--- config.mk ---
export PLATFORM = sky130hd
export DESIGN_NAME = param_queue
export DESIGN_NICKNAME = d
export VERILOG_FILES = /design/src/rtl/param_queue.sv
export SDC_FILE = /design/constraint.sdc
export NUM_CORES = 1
export LEC_CHECK = 0
export CAP_MARGIN = 15
export CORE_ASPECT_RATIO = 0.5
export CORE_MARGIN = 2
export CORE_UTILIZATION = 50
export DETAILED_ROUTE_END_ITERATION = 10
export GPL_ROUTABILITY_DRIVEN = 0
export PLACE_DENSITY_LB_ADDON = 0.05
export REMOVE_ABC_BUFFERS = 1
export SETUP_SLACK_MARGIN = 0.1
export SYNTH_ARGS = -nofsm -noshare
export SYNTH_HDL_FRONTEND = slang
export SYNTH_SLANG_ARGS = --single-unit
--- constraint.sdc ---
create_clock -name clk -period 2.6 [get_ports clk]
set_input_delay 0.52 -clock clk [delete_from_list [all_inputs] [get_ports clk]]
set_output_delay 0.52 -clock clk [all_outputs]
set_load 0.02 [all_outputs]
--- src/rtl/param_queue.sv ---
// param_queue: parametrised same-clock circular FIFO. It provides an occupancy count,
//   almost-full/almost-empty watermarks and sticky overflow/underflow error flags.
// Latency: data_out is registered and is valid 1 cycle after a dequeue or peek is sampled.
//   All status outputs are decoded from registered state.
// Backpressure: none is pushed back. An enqueue to a full queue is dropped and sets overflow,
//   unless a dequeue happens in the same cycle. A dequeue from an empty queue is ignored and
//   sets underflow.
// Ports: clk/rst (async active-low); enqueue/dequeue/peek/clear_err commands; data_in/data_out;
//   count plus is_empty/is_full/almost_full/almost_empty; overflow/underflow sticky errors.
module param_queue #(
    parameter int WIDTH     = 8,
    parameter int DEPTH     = 8,
    parameter int AF_THRESH = DEPTH - 2,
    parameter int AE_THRESH = 2
) (
    input  logic                         clk,
    input  logic                         rst,
    input  logic                         enqueue,
    input  logic                         dequeue,
    input  logic                         peek,
    input  logic                         clear_err,
    input  logic [WIDTH-1:0]             data_in,
    output logic [WIDTH-1:0]             data_out,
    output logic [$clog2(DEPTH+1)-1:0]   count,
    output logic                         is_empty,
    output logic                         is_full,
    output logic                         almost_full,
    output logic                         almost_empty,
    output logic                         overflow,
    output logic                         underflow
);

    localparam int CW = $clog2(DEPTH + 1);
    localparam int PW = $clog2(DEPTH);
    localparam logic [PW-1:0] LAST_PTR = PW'(DEPTH - 1);
    localparam logic [CW-1:0] FULL_CNT = CW'(DEPTH);

    logic [WIDTH-1:0] mem [DEPTH];
    logic [PW-1:0]    head;
    logic [PW-1:0]    tail;

    logic do_enq;
    logic do_deq;
    logic do_peek;
    logic ovf_evt;
    logic udf_evt;
    logic [CW-1:0] count_nxt;

    assign is_empty     = (count == '0);
    assign is_full      = (count == FULL_CNT);
    // Thresholds are compared as 32-bit integers, so an out-of-range threshold
    // simply never (or always) matches instead of being truncated.
    assign almost_full  = (int'(count) >= AF_THRESH);
    assign almost_empty = (int'(count) <= AE_THRESH);

    // When the queue is full, a simultaneous pop frees the slot, so the write is accepted.
    // When the queue is empty, there is no bypass: only the write happens.
    assign do_deq  = dequeue && !is_empty;
    assign do_enq  = enqueue && (!is_full || dequeue);
    assign do_peek = peek && !dequeue && !is_empty;
    assign ovf_evt = enqueue && is_full && !dequeue;
    assign udf_evt = dequeue && is_empty;

    always_comb begin
        count_nxt = count;
        case ({do_enq, do_deq})
            2'b10:   count_nxt = count + CW'(1);
            2'b01:   count_nxt = count - CW'(1);
            default: count_nxt = count;
        endcase
    end

    // Storage has no reset; its contents are never observed before they are written.
    always_ff @(posedge clk) begin
        if (do_enq) begin
            mem[tail] <= data_in;
        end
    end

    always_ff @(posedge clk or negedge rst) begin
        if (!rst) begin
            head      <= '0;
            tail      <= '0;
            count     <= '0;
            data_out  <= '0;
            overflow  <= 1'b0;
            underflow <= 1'b0;
        end else begin
            count <= count_nxt;
            if (do_enq) begin
                tail <= (tail == LAST_PTR) ? '0 : tail + PW'(1);
            end
            if (do_deq) begin
                head     <= (head == LAST_PTR) ? '0 : head + PW'(1);
                data_out <= mem[head];
            end else if (do_peek) begin
                data_out <= mem[head];
            end
            // If a new error event occurs in the same cycle as clear_err, the event wins.
            if (ovf_evt) begin
                overflow <= 1'b1;
            end else if (clear_err) begin
                overflow <= 1'b0;
            end
            if (udf_evt) begin
                underflow <= 1'b1;
            end else if (clear_err) begin
                underflow <= 1'b0;
            end
        end
    end

endmodule

==> flow_results.xml, run 1 <==
<?xml version="1.0" encoding="UTF-8"?>
<metrics>
  <group name="placement">
    <metric name="detailedPlace.worstSlack" unit="ps">92.7</metric>
    <metric name="numPlacedInstances" unit="">361</metric>
    <metric name="post-dp-hpwl" unit="um">4560</metric>
  </group>
  <group name="pwr">
    <metric name="pg_seq" unit="mW">1.94</metric>
    <metric name="power_leakage" unit="nW">1.66</metric>
    <metric name="total_switching_power" unit="mW">1.71</metric>
    <metric name="clock_power_share" unit="">0.259</metric>
    <metric name="power.combinational.fraction" unit="">0.358</metric>
    <metric name="cellPowerDensity" unit="nW/um2">1170</metric>
    <metric name="power.share.sequential" unit="">0.383</metric>
    <metric name="p_sw_frac" unit="">0.338</metric>
    <metric name="comb_power" unit="mW">1.81</metric>
  </group>
  <group name="layout">
    <metric name="fraction_of_layout_instances_using_a_drive_strength_above_1" unit="">0.154</metric>
    <metric name="mostFrequentLayoutCell" unit="">edfxtp_1</metric>
    <metric name="insertedDiodeCount" unit="">0</metric>
    <metric name="filler_cell_count" unit="">517</metric>
    <metric name="nonClkBufAreaFrac" unit="">0.107</metric>
    <metric name="fraction_of_standard_cell_area_in_multi_input_logic" unit="">0.233</metric>
    <metric name="finalInstanceArea" unit="um2">4330</metric>
    <metric name="nets" unit="">301</metric>
    <metric name="nonClockInverterCount" unit="">3</metric>
    <metric name="biggestCellCategory" unit="">flip-flops and latches</metric>
    <metric name="clock_buffers" unit="">9</metric>
    <metric name="buffers" unit="">50</metric>
    <metric name="lay_top_cells" unit="">64 x edfxtp_1, 32 x mux2i_1, 29 x clkdlybuf4s50_1</metric>
  </group>
  <group name="worst_hold_path">
    <metric name="path_category_of_the_worst_min_delay_check" unit="">reg -&gt; reg</metric>
    <metric name="worstHoldStart" unit="">data_out[0]$_DFFE_PN0P_</metric>
    <metric name="hold-path-cell-count" unit="">2</metric>
    <metric name="min_delay_worst_endpoint" unit="">data_out[0]$_DFFE_PN0P_</metric>
  </group>
  <group name="worst_setup_path">
    <metric name="worstPathMaxFanout" unit="">11</metric>
    <metric name="worst_path_largest_cell_delay" unit="ps">440</metric>
    <metric name="critPathMostFrequentCell" unit="">buf_4</metric>
    <metric name="worst-r2r-cell-count" unit="">9</metric>
    <metric name="crit_slowest_cell" unit="">dfrtp_2</metric>
    <metric name="worstPathCellList" unit="">buf_4 &gt; nor4_2 &gt; buf_4 &gt; dlygate4sd2_1</metric>
    <metric name="critical_path.reg2reg.endpoint" unit="">count[2]$_DFFE_PN0P_</metric>
    <metric name="worst_r2r_startpoint" unit="">count[0]$_DFFE_PN0P_</metric>
    <metric name="regToRegSetupSlack" unit="ps">240</metric>
    <metric name="worstSetupStartpoint" unit="">count[0]$_DFFE_PN0P_</metric>
    <metric name="crit_family" unit="">buffers and inverters</metric>
    <metric name="timing.critical_path.to" unit="">is_empty</metric>
    <metric name="timing.critical_path.required" unit="ps">2080</metric>
  </group>
  <group name="final_timing">
    <metric name="setup_repair_after_global_routing_missed_its_margin" unit="">false</metric>
    <metric name="min_period_over_period" unit="">0.914</metric>
    <metric name="worst_slew_pin_slew" unit="ps">854</metric>
    <metric name="timing.slew.headroom" unit="">0.429</metric>
    <metric name="fin_worst_hold_slack" unit="ps">512</metric>
    <metric name="report.final.slew_viol_count" unit="">0</metric>
    <metric name="fin_setup_tns" unit="ps">0</metric>
    <metric name="setup_ws" unit="ps">225</metric>
    <metric name="maxClockFrequency" unit="MHz">421</metric>
  </group>
  <group name="synthesis">
    <metric name="synth_area" unit="um2">3490</metric>
    <metric name="synth_cell_type_count" unit="">35</metric>
    <metric name="synth.avg_cell_area" unit="um2">15.2</metric>
    <metric name="synth.yosys.chip_area" unit="um2">3490</metric>
    <metric name="synth_warn" unit="">0</metric>
    <metric name="synth_sequential_area_ratio" unit="">0.695</metric>
  </group>
  <group name="die">
    <metric name="num_io_pins" unit="">32</metric>
    <metric name="die_w" unit="um">122</metric>
    <metric name="dieArea" unit="um2">7700</metric>
  </group>
  <group name="global_routing">
    <metric name="grt_overflow" unit="">0</metric>
    <metric name="grt_first_pass_wirelength" unit="um">11700</metric>
    <metric name="pin_count_of_the_biggest_net_entering_global_routing" unit="">36</metric>
    <metric name="grt_util_met3" unit="">0.0770</metric>
    <metric name="track_usage" unit="">0.213</metric>
    <metric name="met2_usage" unit="">0.321</metric>
  </group>
  <group name="cts">
    <metric name="hold_buffers" unit="">0</metric>
    <metric name="numClockSinks" unit="">84</metric>
    <metric name="cts-htree-levels" unit="">3</metric>
    <metric name="clkTransAtPathRegs" unit="ps">60</metric>
    <metric name="clock_tree.buffer_depth" unit="">2</metric>
    <metric name="tritoncts_clock_tree" unit="">yes</metric>
    <metric name="clock_insertion_delay_worst_skew" unit="ps">350</metric>
    <metric name="post_cts.resized_instances" unit="">2</metric>
    <metric name="postCtsSetupBuffers" unit="">0</metric>
    <metric name="clk_root_buffer_cell" unit="">clkbuf_16</metric>
  </group>
  <group name="outcome">
    <metric name="status" unit="">complete, no violations</metric>
  </group>
  <group name="job">
    <metric name="tool_warnings" unit="">26</metric>
  </group>
  <group name="drt">
    <metric name="viasPerCell" unit="">5.53</metric>
    <metric name="num_vias" unit="">2086</metric>
    <metric name="dr.first_iter.drc_count" unit="">171</metric>
    <metric name="met3WireLength" unit="um">631</metric>
    <metric name="wirelength_met1" unit="um">3150</metric>
    <metric name="ant_nets" unit="">0</metric>
    <metric name="highest-signal-layer" unit="">met4</metric>
  </group>
</metrics>
run 1: synth_stat cells, drive strengths merged:
cell type | instances | area share
dfrtp | 20 | 0.14
buf | 9 | 0.014
mux2 | 3 | 0.011
a21oi | 2 | 0.0029
nor3 | 6 | 0.0086
or4b | 1 | 0.0039
ha | 7 | 0.025
edfxtp | 64 | 0.55
nand3b | 1 | 0.0022
xor2 | 4 | 0.010
a21o | 3 | 0.0072
mux2i | 32 | 0.092
nor2b | 2 | 0.0036
and2 | 1 | 0.0018
clkbuf | 1 | 0.0011
nand2b | 5 | 0.0090
a22oi | 16 | 0.034
a22o | 2 | 0.0050
o22a | 1 | 0.0025
o21ai | 12 | 0.020
a211oi | 1 | 0.0022
xnor2 | 1 | 0.0025
nand3 | 8 | 0.011
inv | 3 | 0.0032
nor4 | 2 | 0.0036
nand4bb | 1 | 0.0032
o211ai | 1 | 0.0022
nor2 | 8 | 0.0086
nand4b | 1 | 0.0025
nand2 | 11 | 0.012
run 1: flip-flops by register name, summed over array words and instances (netlist names):
signal	count
count	4
data_out	8
head	3
mem	64
overflow	1
tail	3
underflow	1
run 1: worst min-delay path, delay by kind of cell, from the launching register on:
kind / cells / cell delay [ps]
AOI/OAI and AO/OA: 1 / 80
DFF: 1 / 340
and+or+nand+nor: 1 / 60
run 1: kinds of logic after synthesis:
kind of cell | count (synthesis) | share of synthesized area
and+or+nand+nor | 47 | 0.0703
DFF | 84 | 0.695
adders and majority gates | 7 | 0.0251
muxes | 35 | 0.103
xor gates and xnor gates | 5 | 0.0126
AOI/OAI and AO/OA | 38 | 0.0768
buffers and inverters | 13 | 0.0179
==> run_1/cell_classes.png <==
(3 px per um)
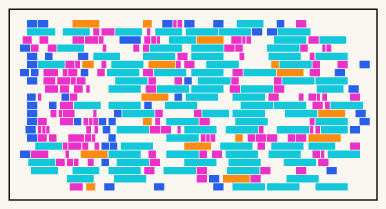
legend:
  magenta:
    class: all other logic
    cells: 135
    share_of_their_area: 24%
  cyan:
    class: flip-flops
    cells: 84
    share_of_their_area: 58%
  blue:
    class: other buffers and delay cells
    cells: 50
    share_of_their_area: 11%
  orange:
    class: clock drivers and dummy loads
    cells: 16
    share_of_their_area: 7.3%
register share of the cell area: 0.560
Final Util: 0.644

==> run_1/pins.png <==
(4 px per um) Pins as bars across the die edge, other pins in grey.
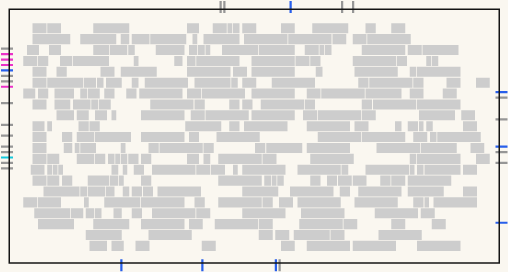
legend:
  cyan:
    port: `clear_err`
    pins: 1
    direction: input
    edge: left
  blue:
    port: `data_in`
    pins: 8
    direction: input
    edge: 3 right, 3 bottom, 1 left, 1 top
  magenta:
    port: `count`
    pins: 4
    direction: output
    edge: left
die span in y: 63.1 um
count of buffers inserted at the top-level ports: 31

==> run_1/density.png <==
(4 px per um) The die is cut into 12 by 6 equal tiles; black is low, pale yellow is high, 0 to 100% covered.
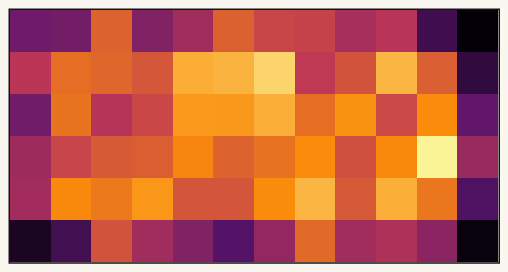
mean over tiles: 55%
nearly empty tiles: 2.8%
tiles over 75% full: 18%
fullest tile: 98%
densest ninth of the die: middle
Floorplan Utilization: 0.518
area of the placeable core: 6730 um2

==> run_1/final_clocks.png <==
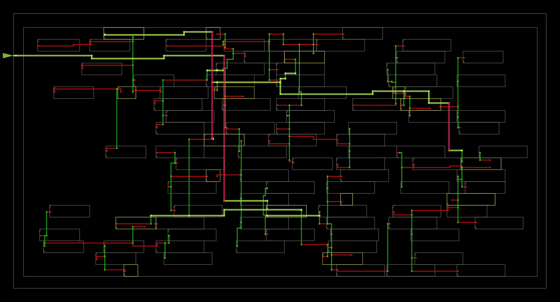
largest clock skew in the final design: 10.4 ps
total clock network power: 1.31 mW

==> run 2: changes to the inputs <==
--- a/config.mk
+++ b/config.mk
@@ -10,10 +10,10 @@
 export CORE_MARGIN = 2
 export CORE_UTILIZATION = 50
 export DETAILED_ROUTE_END_ITERATION = 10
-export GPL_ROUTABILITY_DRIVEN = 0
 export PLACE_DENSITY_LB_ADDON = 0.05
 export REMOVE_ABC_BUFFERS = 1
 export SETUP_SLACK_MARGIN = 0.1
 export SYNTH_ARGS = -nofsm -noshare
 export SYNTH_HDL_FRONTEND = slang
 export SYNTH_SLANG_ARGS = --single-unit
+export TNS_END_PERCENT = 1
==> run 2 against run 1 <==
  * Sequential share of layout area shrank 0.061 points
  * Synthesized cell count is the same
  * Critical path depth is the same
  * Flip-flop count is the same
  * Largest power group unchanged
  * Highest routed layer unchanged
==> flow_results.xml, run 2 <==
<?xml version="1.0" encoding="UTF-8"?>
<metrics>
  <group name="synthesis">
    <metric name="synth_area" unit="um2">3490</metric>
    <metric name="synth_warn" unit="">0</metric>
    <metric name="post-synth-top-area-cell" unit="">edfxtp_1</metric>
    <metric name="netlist_instances" unit="">229</metric>
    <metric name="synthDominantCellAreaShare" unit="">0.551</metric>
    <metric name="yosys_most_used_dff" unit="">edfxtp_1</metric>
    <metric name="yosysMostFrequentCell" unit="">edfxtp_1</metric>
    <metric name="synth.avg_cell_area" unit="um2">15.2</metric>
    <metric name="post_synth_most_frequent_cells" unit="">64 x edfxtp_1, 32 x mux2i_1, 20 x dfrtp_1</metric>
    <metric name="async_reset_ff_frac" unit="">0.238</metric>
    <metric name="edf_count" unit="">64</metric>
    <metric name="synth-cells-yosys" unit="">229</metric>
    <metric name="synth_sequential_area_ratio" unit="">0.695</metric>
    <metric name="synth.yosys.chip_area" unit="um2">3490</metric>
    <metric name="synthTopCellsByArea" unit="">edfxtp_1 55%, dfrtp_1 14%, mux2i_1 9.2%</metric>
    <metric name="synth_cell_type_count" unit="">35</metric>
    <metric name="synth-seq-cells" unit="">84</metric>
  </group>
  <group name="final_timing">
    <metric name="finalWorstPathRequiredPeriod" unit="ps">2370</metric>
    <metric name="worst_slew_pin_slew" unit="ps">893</metric>
    <metric name="maxClockFrequency" unit="MHz">423</metric>
    <metric name="setup_repair_after_global_routing_missed_its_margin" unit="">true</metric>
    <metric name="setup_viol_count_final" unit="">0</metric>
    <metric name="timing.slew.headroom" unit="">0.403</metric>
    <metric name="min_period_over_period" unit="">0.910</metric>
    <metric name="finalHoldViolations" unit="">0</metric>
    <metric name="report.final.slew_viol_count" unit="">0</metric>
    <metric name="fin_worst_hold_slack" unit="ps">512</metric>
    <metric name="fin_setup_tns" unit="ps">0</metric>
  </group>
  <group name="cts">
    <metric name="clk_root_buffer_cell" unit="">clkbuf_16</metric>
    <metric name="hold_buffers" unit="">0</metric>
    <metric name="cts-htree-levels" unit="">3</metric>
    <metric name="tritoncts_clock_tree" unit="">yes</metric>
    <metric name="numClockSinks" unit="">84</metric>
    <metric name="clock_tree.buffer_depth" unit="">2</metric>
    <metric name="number_of_buffers_created_by_cts" unit="">9</metric>
    <metric name="clkTransAtPathRegs" unit="ps">60</metric>
  </group>
  <group name="die">
    <metric name="core.rowCount" unit="">21</metric>
    <metric name="die_w" unit="um">122</metric>
    <metric name="die_h" unit="um">63.1</metric>
    <metric name="num_io_pins" unit="">32</metric>
    <metric name="dieArea" unit="um2">7700</metric>
    <metric name="floorplan.tapcells" unit="">92</metric>
    <metric name="fp.coreArea" unit="um2">6730</metric>
    <metric name="core_util_floorplan" unit="">0.518</metric>
  </group>
  <group name="layout">
    <metric name="fraction_of_layout_instances_using_a_drive_strength_above_1" unit="">0.151</metric>
    <metric name="nonClockInverterCount" unit="">3</metric>
    <metric name="comb_area" unit="um2">1010</metric>
    <metric name="clock_buffers" unit="">9</metric>
    <metric name="layout.sequential_cells" unit="">84</metric>
    <metric name="buffers" unit="">50</metric>
    <metric name="biggestCellCategory" unit="">flip-flops and latches</metric>
    <metric name="largest_register_ff_count" unit="">64</metric>
    <metric name="registers.top_by_ff_count" unit="">mem</metric>
    <metric name="clk_share" unit="">0.0711</metric>
    <metric name="filler_cell_count" unit="">519</metric>
    <metric name="lay_top_cells" unit="">64 x edfxtp_1, 32 x mux2i_1, 29 x clkdlybuf4s50_1</metric>
    <metric name="mostFrequentLayoutCell" unit="">edfxtp_1</metric>
    <metric name="fraction_of_standard_cell_area_in_multi_input_logic" unit="">0.233</metric>
    <metric name="layout.cells.non_filler" unit="">377</metric>
    <metric name="area.growth.synth_to_final" unit="%">24.2</metric>
    <metric name="nets" unit="">301</metric>
    <metric name="insertedDiodeCount" unit="">0</metric>
    <metric name="nonClkBufAreaFrac" unit="">0.108</metric>
    <metric name="sequential_cell_area" unit="um2">2420</metric>
    <metric name="logic_gate_count" unit="">132</metric>
    <metric name="largest_registers" unit="">mem: 64 flops, data_out: 8 flops, count: 4 flops</metric>
  </group>
  <group name="pwr">
    <metric name="cellPowerDensity" unit="nW/um2">1160</metric>
    <metric name="power_leakage" unit="nW">1.67</metric>
    <metric name="max_ir_drop_vdd" unit="mV">0.630</metric>
  </group>
  <group name="worst_setup_path">
    <metric name="critPathArrivalTime" unit="ps">1850</metric>
    <metric name="critical_path_class" unit="">reg -&gt; out</metric>
    <metric name="worstPathCellList" unit="">buf_4 &gt; nor4_2 &gt; buf_4 &gt; dlygate4sd2_1</metric>
    <metric name="worstPathMaxFanout" unit="">11</metric>
    <metric name="worst_path_largest_cell_delay" unit="ps">430</metric>
    <metric name="crit_slowest_cell" unit="">dfrtp_1</metric>
    <metric name="timing.critical_path.required" unit="ps">2080</metric>
    <metric name="cp.buffers_inverters" unit="">3</metric>
    <metric name="critical_path.endpoint_type" unit="">primary output</metric>
    <metric name="critPathMostFrequentCell" unit="">buf_4</metric>
    <metric name="crit_family" unit="">buffers and inverters</metric>
    <metric name="timing.critical_path.from_type" unit="">register</metric>
  </group>
  <group name="global_routing">
    <metric name="met2_usage" unit="">0.321</metric>
    <metric name="first_global_vias" unit="">2223</metric>
    <metric name="grt.busiest_layer" unit="">met2</metric>
    <metric name="grt_overflow" unit="">0</metric>
    <metric name="gr-usage-met1" unit="">0.290</metric>
    <metric name="antenna_violations_before_repair" unit="">0</metric>
    <metric name="pin_count_of_the_biggest_net_entering_global_routing" unit="">36</metric>
    <metric name="grt_util_met3" unit="">0.0770</metric>
    <metric name="grt_first_pass_wirelength" unit="um">11700</metric>
    <metric name="track_usage" unit="">0.213</metric>
  </group>
  <group name="drt">
    <metric name="num_vias" unit="">2070</metric>
    <metric name="ant_nets" unit="">0</metric>
    <metric name="dr.first_iter.drc_count" unit="">182</metric>
    <metric name="viasPerCell" unit="">5.49</metric>
    <metric name="wl_per_cell" unit="um">19.1</metric>
    <metric name="drc_errors" unit="">0</metric>
    <metric name="aggregate_routed_wire_length" unit="um">7220</metric>
    <metric name="firstDrtPassIters" unit="">4</metric>
  </group>
  <group name="worst_hold_path">
    <metric name="path_category_of_the_worst_min_delay_check" unit="">reg -&gt; reg</metric>
  </group>
  <group name="job">
    <metric name="cap_violations" unit="">0</metric>
    <metric name="tool_warnings" unit="">28</metric>
  </group>
  <group name="placement">
    <metric name="numPlacedInstances" unit="">361</metric>
    <metric name="numPortBuffers" unit="">31</metric>
    <metric name="post-dp-hpwl" unit="um">4560</metric>
    <metric name="globalplace.congestion" unit="">0.776</metric>
  </group>
  <group name="outcome">
    <metric name="status" unit="">complete, no violations</metric>
  </group>
</metrics>
-- run 2: cell count changes in the layout (fill, tap and decap cells not counted), sizes merged --
cell          before  now
dlymetal6s2s       0    1
dlygate4sd2        2    1
-- run 2: report_power, final --
group / switching, mW / internal (mW) / total (mW)
clock: 0.540 / 0.758 / 1.30
combinational: 0.984 / 0.830 / 1.81
sequential: 0.181 / 1.75 / 1.93
total: 1.70 / 3.34 / 5.04
-- run 2: cells by family after synthesis --
family,synth area share
buf+inv,0.0179
mux,0.103
flops,0.695
simple gates,0.0703
xor+xnor,0.0126
compound gates,0.0768
fa+ha+maj,0.0251
-- run 2: stage by stage --
stage	cell area [um2]	total power, mW	worst slack, ps
2_1_floorplan	3440	3.02	-826
3_3_place_gp	4020	3.72	155
3_5_place_dp	4020	3.78	92.7
4_1_cts	4330	5.09	12.8
5_1_grt	4330	5.34	99.9
6_report	4330	5.04	234
-- run 2: path summary, 6_finish.rpt --
path	startpoint	endpoint	slack (ps)	cells after the start
setup / recovery	count[0]$_DFFE_PN0P_	is_empty	230	4
hold / removal	data_out[0]$_DFFE_PN0P_	data_out[0]$_DFFE_PN0P_	510	2
setup reg to reg	count[0]$_DFFE_PN0P_	count[2]$_DFFE_PN0P_	240	9
hold reg to reg	data_out[0]$_DFFE_PN0P_	data_out[0]$_DFFE_PN0P_	510	2
max in group asynchronous	rst	underflow$_DFFE_PN0P_	1830	2
min in group asynchronous	rst	data_out[2]$_DFFE_PN0P_	530	2
-- run 2: routing by layer --
layer / vias up / routed length, um
li1: 976 / -
met3: 2 / 546
met4: 0 / 33
met5: - / 0
met2: 71 / 3420
met1: 1021 / 3220
-- run 2: timing repair --
item                                    4_1_cts  5_1_grt
resized                                       1        1
endpoints found under the setup margin        2        2
buffers inserted                              0        0
==> run_2/final_clocks.png <==
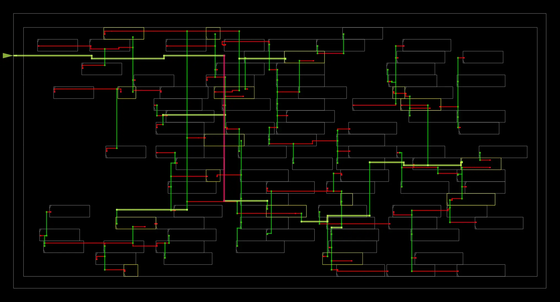
Clk Latency, worst-skew pair: 340 ps
largest clock skew in the final design: 11.4 ps

==> run_2/cell_classes.png <==
(3 px per um)
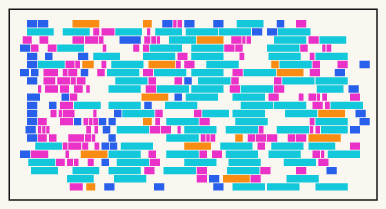
legend:
  magenta:
    class: all other logic
    cells: 135
    share_of_their_area: 24%
  orange:
    class: clock drivers and dummy loads
    cells: 16
    share_of_their_area: 7.3%
  blue:
    class: other buffers and delay cells
    cells: 50
    share_of_their_area: 11%
  cyan:
    class: flip-flops
    cells: 84
    share_of_their_area: 57%
Final Util: 0.644
fin area: 4330 um2
register share of the cell area: 0.559

No activity file was given, so power comes from the tool's default toggle rates.
